===== src/rtl/apb_arb_pkg.sv =====
// Shared types and constants for the APB request arbiter and its helpers.
//   arb_state_t : arbiter FSM states
//   APB_ADDR_W  : master address width
//   APB_DATA_W  : master data width
//   WDOG_W      : width of the BUSY watchdog counter
package apb_arb_pkg;

  localparam int APB_ADDR_W = 8;
  localparam int APB_DATA_W = 32;
  localparam int WDOG_W     = 8;

  typedef enum logic [1:0] {
    IDLE = 2'd0,
    BUSY = 2'd1,
    GAP  = 2'd2
  } arb_state_t;

endpackage


===== src/rtl/apb_rr_picker.sv =====
// Combinational round-robin picker.
// Searches req_valid starting at last_grant+1 (wrapping at N_REQ) and returns
// the first set index.
//   req_valid  in  N_REQ  request vector
//   last_grant in  IDX_W  index granted most recently
//   grant_idx  out IDX_W  winning index (holds last_grant when nothing requests)
//   any_req    out 1      at least one request is set
module apb_rr_picker #(
  parameter int N_REQ = 4,
  parameter int IDX_W = 2
) (
  input  logic [N_REQ-1:0] req_valid,
  input  logic [IDX_W-1:0] last_grant,
  output logic [IDX_W-1:0] grant_idx,
  output logic             any_req
);

  always_comb begin
    int cand;
    // NOTE: every output gets a default before the search loop so no path
    // leaves a value unassigned, which would otherwise infer a latch.
    grant_idx = last_grant;
    any_req   = 1'b0;
    cand      = 0;
    for (int off = 1; off <= N_REQ; off++) begin
      cand = int'(last_grant) + off;
      if (cand >= N_REQ) begin
        cand = cand - N_REQ;
      end
      // The first hit in search order wins; later hits are ignored.
      if (!any_req && req_valid[cand[IDX_W-1:0]]) begin
        any_req   = 1'b1;
        grant_idx = cand[IDX_W-1:0];
      end
    end
  end

endmodule


===== src/rtl/apb_req_arbiter.sv =====
// Round-robin arbiter sharing one apb_master system-task port between N_REQ
// requesters. One request is latched into the m_* fields, held until the
// master reports transaction_done (or the watchdog expires), and the result is
// returned to the owning requester as a one-cycle pulse.
//   apb_clk, sys_reset            clock, async active-low reset
//   req_valid/addr/data/dir  in   per-requester request, packed per index
//   req_done/req_err         out  one-hot completion / error pulses
//   rd_data                  out  read data, valid while any req_done is high
//   m_addr/m_data/m_data_dir out  latched fields to the master
//   m_data_valid             out  transfer request to the master
//   m_read_out_data, m_done  in   master read data and completion
module apb_req_arbiter
  import apb_arb_pkg::*;
#(
  parameter int N_REQ   = 4,
  parameter int TIMEOUT = 32
) (
  input  logic                         apb_clk,
  input  logic                         sys_reset,
  input  logic [N_REQ-1:0]             req_valid,
  input  logic [APB_ADDR_W*N_REQ-1:0]  req_addr,
  input  logic [APB_DATA_W*N_REQ-1:0]  req_data,
  input  logic [N_REQ-1:0]             req_dir,
  output logic [N_REQ-1:0]             req_done,
  output logic [N_REQ-1:0]             req_err,
  output logic [APB_DATA_W-1:0]        rd_data,
  output logic [APB_ADDR_W-1:0]        m_addr,
  output logic [APB_DATA_W-1:0]        m_data,
  output logic                         m_data_dir,
  output logic                         m_data_valid,
  input  logic [APB_DATA_W-1:0]        m_read_out_data,
  input  logic                         m_done
);

  localparam int IDX_W = (N_REQ > 1) ? $clog2(N_REQ) : 1;
  localparam logic [IDX_W-1:0]  LAST_IDX  = IDX_W'(N_REQ - 1);
  localparam logic [WDOG_W-1:0] WDOG_LAST = WDOG_W'(TIMEOUT - 1);
  localparam logic [WDOG_W-1:0] WDOG_MAX  = '1;

  arb_state_t        state_q, state_d;
  logic [IDX_W-1:0]  last_grant_q;
  logic [IDX_W-1:0]  grant_idx;
  logic              any_req;
  logic [WDOG_W-1:0] wdog_q;
  logic              wdog_expire;

  // Unpacked views of the packed request buses, indexed by requester.
  logic [APB_ADDR_W-1:0] addr_arr [N_REQ];
  logic [APB_DATA_W-1:0] data_arr [N_REQ];

  for (genvar i = 0; i < N_REQ; i++) begin : g_unpack
    assign addr_arr[i] = req_addr[APB_ADDR_W*i +: APB_ADDR_W];
    assign data_arr[i] = req_data[APB_DATA_W*i +: APB_DATA_W];
  end

  apb_rr_picker #(
    .N_REQ (N_REQ),
    .IDX_W (IDX_W)
  ) u_picker (
    .req_valid  (req_valid),
    .last_grant (last_grant_q),
    .grant_idx  (grant_idx),
    .any_req    (any_req)
  );

  // The watchdog holds the number of BUSY cycles already spent without
  // m_done, so the current cycle is the TIMEOUT-th one when it reads
  // TIMEOUT-1. m_done in that same cycle takes priority.
  assign wdog_expire = (state_q == BUSY) && !m_done && (wdog_q == WDOG_LAST);

  // Gated combinationally so the master, back in IDLE in the m_done cycle,
  // never sees a stale request and launches a second transfer.
  assign m_data_valid = (state_q == BUSY) && !m_done;

  always_comb begin
    state_d = state_q;
    unique case (state_q)
      IDLE:    if (any_req)             state_d = BUSY;
      BUSY:    if (m_done || wdog_expire) state_d = GAP;
      GAP:                              state_d = IDLE;
      default:                          state_d = IDLE;
    endcase
  end

  always_ff @(posedge apb_clk or negedge sys_reset) begin
    if (!sys_reset) begin
      state_q <= IDLE;
    end else begin
      state_q <= state_d;
    end
  end

  // NOTE: sequential state uses non-blocking assignments so every register
  // samples pre-edge values regardless of statement order.
  always_ff @(posedge apb_clk or negedge sys_reset) begin
    if (!sys_reset) begin
      last_grant_q <= LAST_IDX;
      wdog_q       <= '0;
      m_addr       <= '0;
      m_data       <= '0;
      m_data_dir   <= 1'b0;
      req_done     <= '0;
      req_err      <= '0;
      rd_data      <= '0;
    end else begin
      req_done <= '0;
      req_err  <= '0;
      unique case (state_q)
        IDLE: begin
          wdog_q <= '0;
          if (any_req) begin
            last_grant_q <= grant_idx;
            m_addr       <= addr_arr[grant_idx];
            m_data       <= data_arr[grant_idx];
            m_data_dir   <= req_dir[grant_idx];
          end
        end
        BUSY: begin
          if (m_done) begin
            req_done[last_grant_q] <= 1'b1;
            rd_data                <= m_read_out_data;
          end else if (wdog_expire) begin
            req_done[last_grant_q] <= 1'b1;
            req_err[last_grant_q]  <= 1'b1;
            rd_data                <= '0;
          end else if (wdog_q != WDOG_MAX) begin
            wdog_q <= wdog_q + 1'b1;
          end
        end
        default: ;
      endcase
    end
  end

endmodule

===== config.mk =====
export PLATFORM = sky130hd
export DESIGN_NAME = apb_req_arbiter
export DESIGN_NICKNAME = d
export VERILOG_FILES = /design/src/rtl/apb_arb_pkg.sv /design/src/rtl/apb_rr_picker.sv /design/src/rtl/apb_req_arbiter.sv
export SDC_FILE = /design/constraint.sdc
export NUM_CORES = 1
export LEC_CHECK = 0
export ABC_AREA = 1
export CORE_MARGIN = 4
export CORE_UTILIZATION = 42
export DETAILED_ROUTE_END_ITERATION = 10
export PLACE_DENSITY = 0.87
export SKIP_LAST_GASP = 1
export SYNTH_ARGS = -nofsm -noshare
export SYNTH_HDL_FRONTEND = slang
export SYNTH_HIERARCHICAL = 1
export SYNTH_SLANG_ARGS = --single-unit

===== constraint.sdc =====
create_clock -name apb_clk -period 5.95 [get_ports apb_clk]
set_clock_uncertainty 0.1 [all_clocks]
set_input_delay 0.8925 -clock apb_clk [delete_from_list [all_inputs] [get_ports apb_clk]]
set_output_delay 0.8925 -clock apb_clk [all_outputs]
set_load 0.02 [all_outputs]

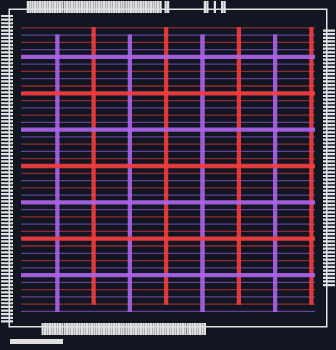
**Above:** floorplan with the power grid.
Scale bar: 20 µm. Pins as bars on the die edge.
- VDD: red
- VSS: purple
- rows: 39
- met1 rails: 40
- met4 straps: 8
- met5 straps: 7
maximum vdd ir drop: 0.000503 V
DIE WIDTH: 118 µm
die extent in y: 118 µm
core box area: 11700 µm²

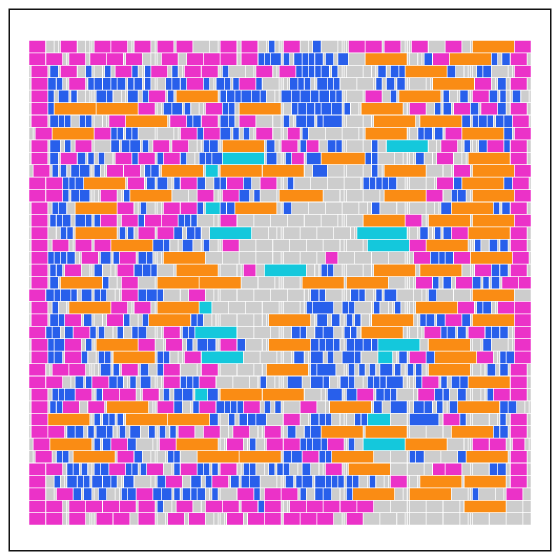
**Above:** cell classes on the final placement.
Fill, decap, tap and diode cells in gray.
- flops: orange (cells 93; share of their area 29%)
- other buffers and delay cells: magenta (cells 291; share of their area 36%)
- combinational and other logic: blue (cells 557; share of their area 31%)
- clock drivers and dummy loads: cyan (cells 16; share of their area 3.8%)
Final Cell Area: 8250 µm²
Rows: 39
Seq/total area: 28.2%
Final Util: 70.8%

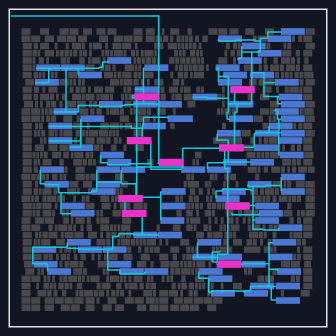
**Above:** clock network drawn from the DEF.
- flip-flops: blue (count 93)
- clock drivers: magenta (count 9)
- clock wires: cyan (length 1140 µm)
- flops lie: spread over the die
Clock Power Share: 11.2%
Power Clock: 0.000588 W

==> out/results.txt <==
GPL Wtd Cong - 0.917
Dpl cells - 1084
WL met3 - 1750 µm
RSZ-0062 raised after global routing - no
# Cells Yosys - 701
Routing usage on met2 - 43.3%
Synthesized flop and latch total - 93
Slowest library cell on the worst path - clkdlybuf4s50_1
Worst EP required - 4960 ps
Syn nets - 905
IO Port Bufs - 284
Final worst slack - 2560 ps
Max-slew violations - 0
Wire length on met2 - 8870 µm
Synth-to-Final Area Change - 61.8%
Max Freq - 0.295 GHz
Post-CTS Setup Repair Bufs - 0
Worst R2R Path Depth - 15
CP startpoint - m_done
Mapped Avg Cell Area - 7.27 µm²
Tightest Pin Transition - 1050 ps
WP depth - 4
Root Driver - clkbuf_16
Synth Seq Share - 45.7%
Most frequent cell after synthesis - nor2_1
Fill cells - 940
Hold buffers post-CTS - 0
Die area - 14000 µm²
Critical path endpoint category - output pin
Delay-heaviest family, CP - buffers and inverters
Critical R2R Launch - last_grant_q[0]
Final setup fails - 0
Ys async rst share - 100%
CP Cell Sequence - clkdlybuf4s50_1, buf_4, nor2_2, clkdlybuf4s50_1
Top cell area share - 44.7%
Run status - finished, final reports clean
Vias in the first global route - 5536
Cell taking the most area after synthesis - dfrtp_1
Setup crit start kind - input pin
CP bufs+invs - 3
Layout Nets - 1156
CTS tree - done
I/O pins - 285
# DRC - 0
Mapped Area - 5100 µm²
Layer with the highest usage - met2
Crit-path max FO - 36
Congestion Overflow GR - 0
Max Cap Viol - 0
Most common cell on crit path - clkdlybuf4s50_1
CP endpoint - m_data_valid
Antenna Nets Post-Route - 0
Tool warnings - 26
Synth cell types - 32
CP Data Arrival Time - 2400 ps
Global-route wire length before repair - 28200 µm
Htree depth - 3
Diodes inserted - 0
Leak - 3.58 nW
Final cell count without fillers - 1100
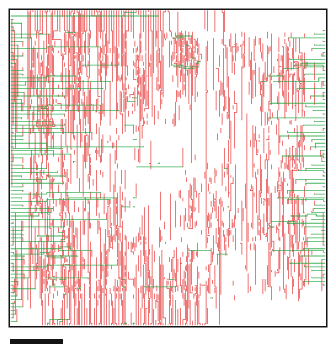
**Above:** signal wires by layer.
Scale bar: 20 µm. Two of the layers only.
- metal 2: red (wire length 8870 µm)
- metal 3: green (wire length 1750 µm)
gr usage total: 24.9%
via count: 5836
Total Wirelength: 17900 µm
routed length per instance: 16.3 µm

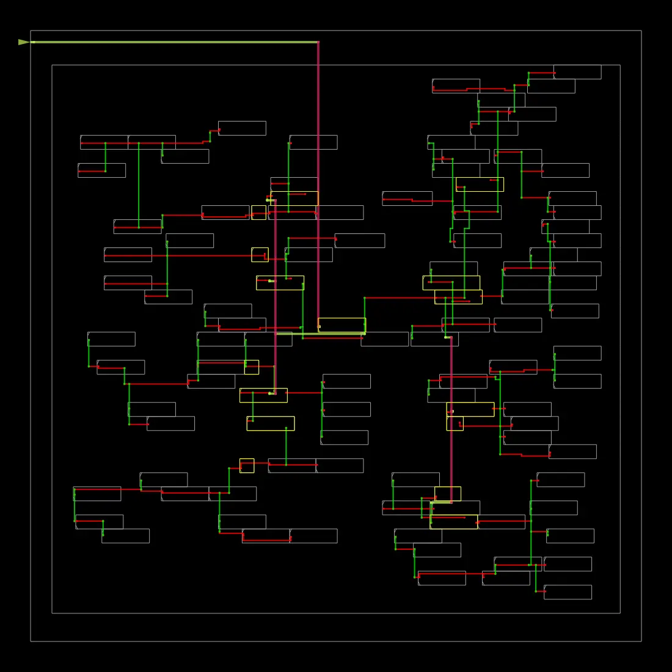
**Above:** clock nets.
worst skew pair latency: 340 ps
CTS Buf Count: 9
clock sink total: 93
FFs & Latches: 93
# clk buffers: 10

==> state kept, by name (all words and copies together), names as in the netlist <==
name,count
req_err,4
req_done,4
m_data,32
m_data_dir,1
m_addr,8
rd_data,32
wdog_q,8
state_q,2
last_grant_q,2
==> cell type report <==
class | count | area [µm²] | area share, %
clock inverter | 6 | 70.1 | 0.849
inverter | 15 | 58.8 | 0.713
tap | 143 | 179 | 2.17
multi-input combinational | 542 | 2480 | 30.1
clock buffer | 10 | 239 | 2.90
sequential | 93 | 2330 | 28.2
timing repair buffer | 291 | 2890 | 35.1
==> report_power, final <==
group          switching, W  internal, W
clock network      0.000248     0.000340
registers          0.000167     0.000927
logic               0.00220      0.00134
==> through the flow <==
stage	utilization [%]	hold slack [ps]
final	70.8	314
after global routing	70.8	319
after CTS	70.8	308
after detailed placement	68.1	364
after global placement	68.1	364
after floorplan	-	377
==> cell families after synthesis <==
| family | share of synthesized area, % |
|---|---|
| fa+ha+maj | 0.245 |
| compound gates | 15.6 |
| flops | 45.7 |
| xor+xnor | 0.172 |
| simple gates | 32.7 |
| buf+inv | 5.67 |
==> cell usage in the layout (no fill, tap or decap) <==
cell type        count
clkbuf_8             1
nand3_2              1
clkbuf_16            9
a21oi_1              7
nand3b_1             3
ha_1                 1
inv_2                4
o21ai_2              2
inv_6                2
xor2_1               1
or2_2                1
nand4_1              2
a21oi_2              1
nand3_4              1
o22ai_1             21
dfrtp_1             91
nor3_2               1
clkinvlp_4           3
inv_4                1
dfstp_2              2
bufinv_16            1
o21ai_1              7
o21bai_1             2
nand2_2             10
nor2_2               1
inv_1               10
nand2_4              1
nand3_1             78
a31oi_1             20
buf_4                8
nor2_4               1
nand2_1            145
clkdlybuf4s50_1    283
o21ai_0             85
nor2_1             150
Power and IR drop assume default switching activity.
